**Cell sizes after repair**

Scale: 1.5 px per um.
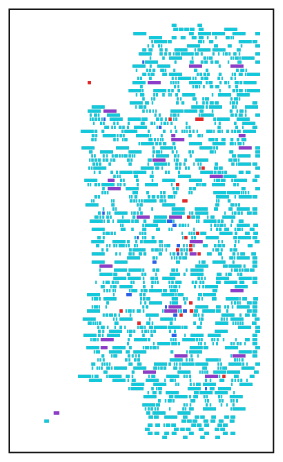
**Cell area per tile**

Scale: 1.5 px per um. The die is cut into 18 by 29 equal tiles; dark blue is low, red is high, 0 to 100% covered.
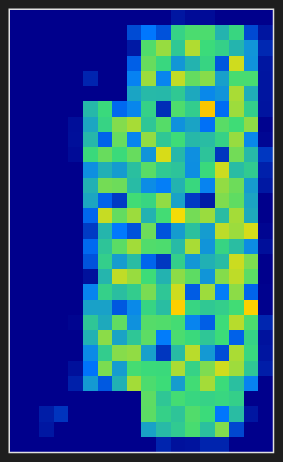
==> config.mk <==
export PLATFORM = sky130hd
export DESIGN_NAME = stream_feeder
export DESIGN_NICKNAME = d
export VERILOG_FILES = /design/src/rtl/stream_feeder.sv
export SDC_FILE = /design/constraint.sdc
export NUM_CORES = 1
export LEC_CHECK = 0
export CORE_ASPECT_RATIO = 1.75
export CORE_MARGIN = 8
export CORE_UTILIZATION = 25
export DETAILED_ROUTE_END_ITERATION = 6
export GPL_ROUTABILITY_DRIVEN = 0
export PLACE_DENSITY = 0.48
export SETUP_SLACK_MARGIN = 0.5
export SLEW_MARGIN = 20
export SYNTH_ARGS = -nofsm -noshare
export SYNTH_HDL_FRONTEND = slang
export SYNTH_SLANG_ARGS = --single-unit
==> constraint.sdc <==
create_clock -name clk -period 8.35 [get_ports clk]
set_clock_uncertainty 0.05 [all_clocks]
set_input_delay 1.67 -clock clk [delete_from_list [all_inputs] [get_ports clk]]
set_output_delay 1.67 -clock clk [all_outputs]
set_load 0.005 [all_outputs]
==> run notes <==
Purpose: to document the outcome of synthesis and place and route.

Run status
The run finished with clean final reports.

Setup path
The critical path endpoint has a required time of approximately 6.6 ns. The cell family contributing the most delay on the critical path is buffers and inverters.

Final layout
Per the final report, the share of cell area in clock cells is 0.0461. The final report lists a non-filler cell total of 1,963. The ratio of cells with drive above 1 in the final layout is 0.0446. Multi-input logic gates represent a cell area share of 0.410.

Per the layout report, the design carries 4,638 filler cells.

Synth
The count of library flops with an enable pin is 0. Per the synthesis report, the dominant area consumer among library cells is sky130_fd_sc_hd__dfrtp_1. The post-synthesis area per instance is a little under 9 sq um.

The portion of synthesized area spent on multiplexers is 0.0201. For this run, the chip area from Yosys synthesis comes to roughly 11,000 sq um. The count of synthesis-stage warnings from yosys is 0.

Counting flops with an async set or reset pin after synthesis yields a share of 1.00. Yosys stat counts 1,265 cells in the synthesized netlist. Per Yosys stat, the portion of area used by sequential elements is 0.467. The flip-flop and latch count after synthesis is around 210.

Pwr
The total internal power is 1890 uW. The share of total power dissipated in sequential elements is 0.414. The clock power share is 0.317.

The sequential power is between 1000 and 1500 uW. Power spread over the standard cell area amounts to 209 nW/um^2. The proportion of power drawn by combinational gates is 0.269.

Detailed routing
The final wirelength is 32.9 mm. Per the detail_route log, met2 wirelength is between 15 and 20 mm. The routed wirelength on the met1 layer is recorded as 13.0 mm. The wire length on met3 is 1.26 mm. Detailed-route iteration 0 reported a violation count of 508. The DRC violation total left in the routed layout is recorded as 0. The highest metal layer with signal wires is met4.

Clocking
The cell chosen for the clock root is sky130_fd_sc_hd__clkbuf_16. The buffers inserted during post-CTS setup optimization is 0.

Die
The boundary pin count is about 130.

Job
The tally of max-capacitance violations is 0. The number of warnings reported in the stage logs is 30.

Timing
The max-slew violation count is 0. From the final report, the count of setup violators was given as 0.

Placement
In this run the tool buffered the top-level ports with 128 buffer cells.

Global route
For this run, global-route usage on met2 was measured as 0.243.
About 'cell sizes after repair':
legend:
  purple:
    size: _6 and larger
    cells: 27
    share: 1.9%
  cyan:
    size: _0 and _1 cells
    cells: 1,329
    share: 96%
  red:
    size: _3 and _4 cells
    cells: 19
    share: 1.4%
  blue:
    size: _2 cells
    cells: 16
    share: 1.2%
final cell area excluding filler cells: 13,600 sq um
Buffers excl. clock: 145
setup ws final: 1.49 ns
area growth from synthesis to layout: 23.1%

About 'cell area per tile':
densest ninth of the die: centre
tiles over 75% full: 0.60%
mean over tiles: 25%
nearly empty tiles: 38%
standard cell core area: 44,000 sq um
Finished Core Util: 0.310

Power figures rest on the tool's default switching activity, not on a simulated workload.
